### Where the registers sit, run 1

Drawn at 3 px/µm. Other sequential cells in the stronger gray, the rest of the logic in the fainter gray.
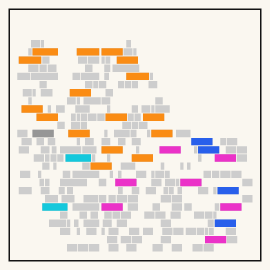
### Zoomed window, run 1

Region (29, 13) to (54, 38) µm. Cells in gray, sequential cells in the stronger gray; small squares are vias.
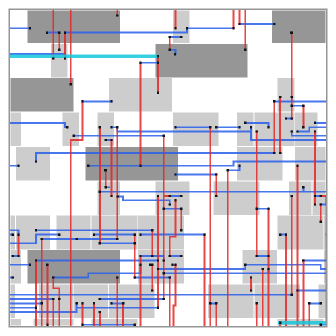
### Gate-type map, run 1

Drawn at 3 px/µm.
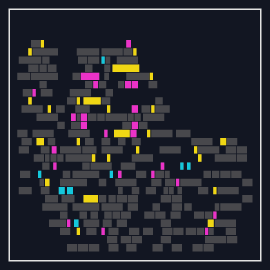
File: src/rtl/mux_display_scan.sv
// Time-multiplexed display scanner: steps through P_CH channels every P_DIV cycles
// (or holds a manually selected channel) and drives the registered segment data and anode enables.
module mux_display_scan #(
  parameter int unsigned P_WIDTH = 7,
  parameter int unsigned P_CH    = 4,
  parameter int unsigned P_DIV   = 50000,
  localparam int unsigned W_IDX  = (P_CH > 1) ? $clog2(P_CH) : 1
) (
  input  logic                     clk,
  input  logic                     rst_n,
  input  logic                     en,
  input  logic                     modo,
  input  logic [W_IDX-1:0]         sel_man,
  input  logic [P_CH*P_WIDTH-1:0]  ent,
  input  logic [P_CH-1:0]          blank,
  output logic [P_WIDTH-1:0]       out,
  output logic [P_CH-1:0]          an,
  output logic [W_IDX-1:0]         idx,
  output logic                     tick
);

  localparam int unsigned W_CNT = (P_DIV > 1) ? $clog2(P_DIV) : 1;

  localparam logic [W_CNT-1:0] CNT_MAX = W_CNT'(P_DIV - 1);
  localparam logic [W_IDX-1:0] IDX_MAX = W_IDX'(P_CH - 1);
  localparam logic [W_IDX:0]   NUM_CH  = (W_IDX + 1)'(P_CH);

  logic [W_CNT-1:0]   cnt_q, cnt_d;
  logic [W_IDX-1:0]   idx_q, idx_d;
  logic [P_WIDTH-1:0] out_q, out_d;
  logic [P_CH-1:0]    an_q, an_d;
  logic               tick_q, tick_d;

  logic [P_WIDTH-1:0] act_data;
  logic               act_blank;
  logic [P_CH-1:0]    act_hot;

  // Prescaler and channel index; manual mode parks the prescaler at zero.
  always_comb begin
    cnt_d  = cnt_q;
    idx_d  = idx_q;
    tick_d = 1'b0;
    if (modo) begin
      cnt_d = '0;
      idx_d = ({1'b0, sel_man} >= NUM_CH) ? IDX_MAX : sel_man;
    end else if (en) begin
      if (cnt_q == CNT_MAX) begin
        cnt_d  = '0;
        idx_d  = (idx_q == IDX_MAX) ? '0 : idx_q + 1'b1;
        tick_d = 1'b1;
      end else begin
        cnt_d = cnt_q + 1'b1;
      end
    end
  end

  // Output stage samples the index held before the edge, giving a fixed one-cycle lag.
  always_comb begin
    act_data  = '0;
    act_blank = 1'b0;
    act_hot   = '0;
    for (int unsigned k = 0; k < P_CH; k++) begin
      if (idx_q == W_IDX'(k)) begin
        act_data   = ent[k*P_WIDTH +: P_WIDTH];
        act_blank  = blank[k];
        act_hot[k] = 1'b1;
      end
    end
    out_d = act_blank ? '0 : act_data;
    an_d  = act_blank ? '0 : act_hot;
  end

  always_ff @(posedge clk) begin
    if (!rst_n) begin
      cnt_q  <= '0;
      idx_q  <= '0;
      out_q  <= '0;
      an_q   <= '0;
      tick_q <= 1'b0;
    end else begin
      cnt_q  <= cnt_d;
      idx_q  <= idx_d;
      out_q  <= out_d;
      an_q   <= an_d;
      tick_q <= tick_d;
    end
  end

  assign out  = out_q;
  assign an   = an_q;
  assign idx  = idx_q;
  assign tick = tick_q;

endmodule

File: config.mk
export PLATFORM = sky130hd
export DESIGN_NAME = mux_display_scan
export DESIGN_NICKNAME = d
export VERILOG_FILES = /design/src/rtl/mux_display_scan.sv
export SDC_FILE = /design/constraint.sdc
export NUM_CORES = 1
export LEC_CHECK = 0
export CAP_MARGIN = 15
export CELL_PAD_IN_SITES_DETAIL_PLACEMENT = 0
export CELL_PAD_IN_SITES_GLOBAL_PLACEMENT = 2
export CORE_MARGIN = 2
export CORE_UTILIZATION = 23
export DETAILED_ROUTE_END_ITERATION = 16
export HOLD_SLACK_MARGIN = 0.05
export PLACE_DENSITY = 0.76
export SYNTH_ARGS = -nofsm -noshare
export SYNTH_HDL_FRONTEND = slang
export SYNTH_SLANG_ARGS = --single-unit
File: constraint.sdc
create_clock -name clk -period 1.6 [get_ports clk]
set_input_delay 0.32 -clock clk [delete_from_list [all_inputs] [get_ports clk]]
set_output_delay 0.32 -clock clk [all_outputs]
set_load 0.02 [all_outputs]
==> changes_impl.md, run 1 <==
### Implementation results

- Vias in the first global route: approximately 1300
- Final Cycle Share: approximately 96%
- M1 GR Usage: between 10% and 20%
- Outcome: completed
- Synth unique cells: roughly 42
- Ao+oa area frac: roughly 16%
- Initial antenna violation count: 0
- Final sequential cell count: 30
- Start point of the critical path: idx[1]
- Area leader share: about two fifths
- Row Count: 28
- DRT antenna net count: 0
- Hold Path End: cnt_q[2]
- GRT met2 Usage: between 10% and 20%
- Via-to-Cell Ratio: about 4.5
- Largest net degree at the start of global routing: 17
- Setup WS pre-CTS: -0.2818 ns
- Number of enable flip-flop cells: 0
- First-pass DRT Iterations: 4
- Num CTS Buffers: 5
- Yosys simple share: 23.34%
- CP Buf/Inv Count: 2
-- 'Where the registers sit' (at the start) --
- magenta: out (sequential cells 7)
- orange: cnt_q (sequential cells 16)
- blue: an (sequential cells 4)
- cyan: idx (sequential cells 2)

-- 'Zoomed window' (at the start) --
- blue: M1
- cyan: M3
- red: M2
- cells with their middle in the window: 36
- netlist names of flops here include: cnt_q (3), out (3)
- sequential cells in the window: 6
- most frequent: clkdlybuf4s50_1 (10), dfxtp_1 (6), buf_4 (4)

-- 'Gate-type map' (at the start) --
- cyan: inv cells (cells 8)
- magenta: nand cells (cells 23)
- yellow: nor cells (cells 26)

==> inputs of run 2 (changes only) <==
==> constraint.sdc (replaced) <==
create_clock -name clk -period 1.6 [get_ports clk]
set_input_delay 0.32 -clock clk [delete_from_list [all_inputs] [get_ports clk]]
set_output_delay 0.32 -clock clk [all_outputs]
set_load 0.01 [all_outputs]
### Track usage over the die, run 2

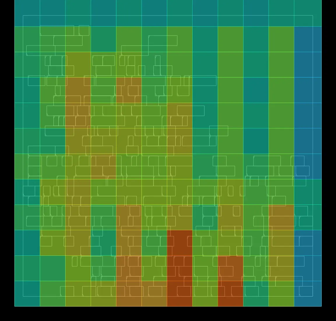
GRT met2 Usage: 17.45%
gr busiest metal: met2
M1 GR Usage: 13.97%

### Zoomed window, run 2

Region (29, 13) to (54, 38) µm. Cells in gray, sequential cells in the stronger gray; small squares are vias.
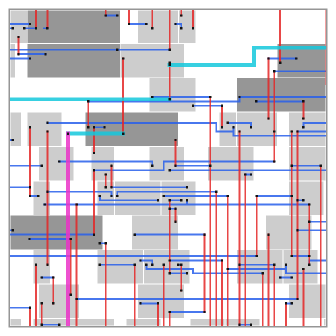
- red: M2
- blue: M1
- cyan: M3
- magenta: M4
- most frequent: clkdlybuf4s50_1 (10), dfxtp_1 (6), buf_4 (4)
- cells with their middle in the window: 35
- sequential cells in the window: 6
- netlist names of flops here include: out (4), cnt_q (2)

==> run 2 against run 1 <==
Clock skew down 0.0029 ns. Clock power is 9.9% lower. Wire length is 0.18% lower. Power down 3.6%. Worst hold slack gained 0.013 ns. Count of clock-buffer cells in the layout stayed put. Sequential power about the same. Sequential share of layout area shrank 0.79 points. Fmax shrank 2.5%. Synthesized area did not move. Combinational power about the same. Final cell count up 2.0%.
==> changes_impl.md, run 2 <==
### Implementation results

- Outcome: completed
- CTS tree: done
- Final sequential cell count: 30 (unchanged)
- Most frequent logic cell in the layout: clkdlybuf4s50_1
- Row Count: 28 (unchanged)
- Clock tree buffer depth: 2
- Post-CTS setup buffers: 0
- Via-to-Cell Ratio: 4.495 (-0.22%)
- Num CTS Buffers: 5 (unchanged)
- Nets: ~280
- Start point of the critical path: idx[0]
- Synth async-reset ratio: 0%
- Top layer in use: met4
- Post-synthesis cell area: 0.001448 mm²
- Final Cycle Share: 98.11% (+2.5 points)
- First-pass DRT Iterations: 4 (unchanged)
- Worst setup SP type: flip-flop
- Number of enable flip-flop cells: 0 (unchanged)
- Area leader share: 41.49% (unchanged)
- Share of cells above drive strength 1: about 29%
- Initial antenna violation count: 0 (unchanged)
- DRT antenna net count: 0 (unchanged)
- Layout area overhead: 69.40%
- Ao+oa area frac: 15.82% (unchanged)
- Yosys simple share: 23.34% (unchanged)
- Largest net degree at the start of global routing: 17 (unchanged)
- CP Buf/Inv Count: 2 (unchanged)
- Avg WL per Cell: ~13 µm
- Hold Path End: cnt_q[2]
### Where the registers sit, run 2

Drawn at 3 px/µm. Other sequential cells in the stronger gray, the rest of the logic in the fainter gray.
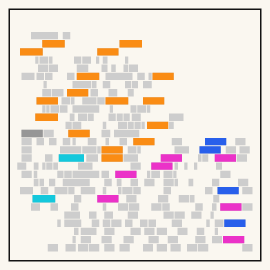
- blue: an (sequential cells 4)
- cyan: idx (sequential cells 2)
- magenta: out (sequential cells 7)
- orange: cnt_q (sequential cells 16)
- not colored: 1

No activity file was given, so power comes from the tool's default toggle rates.
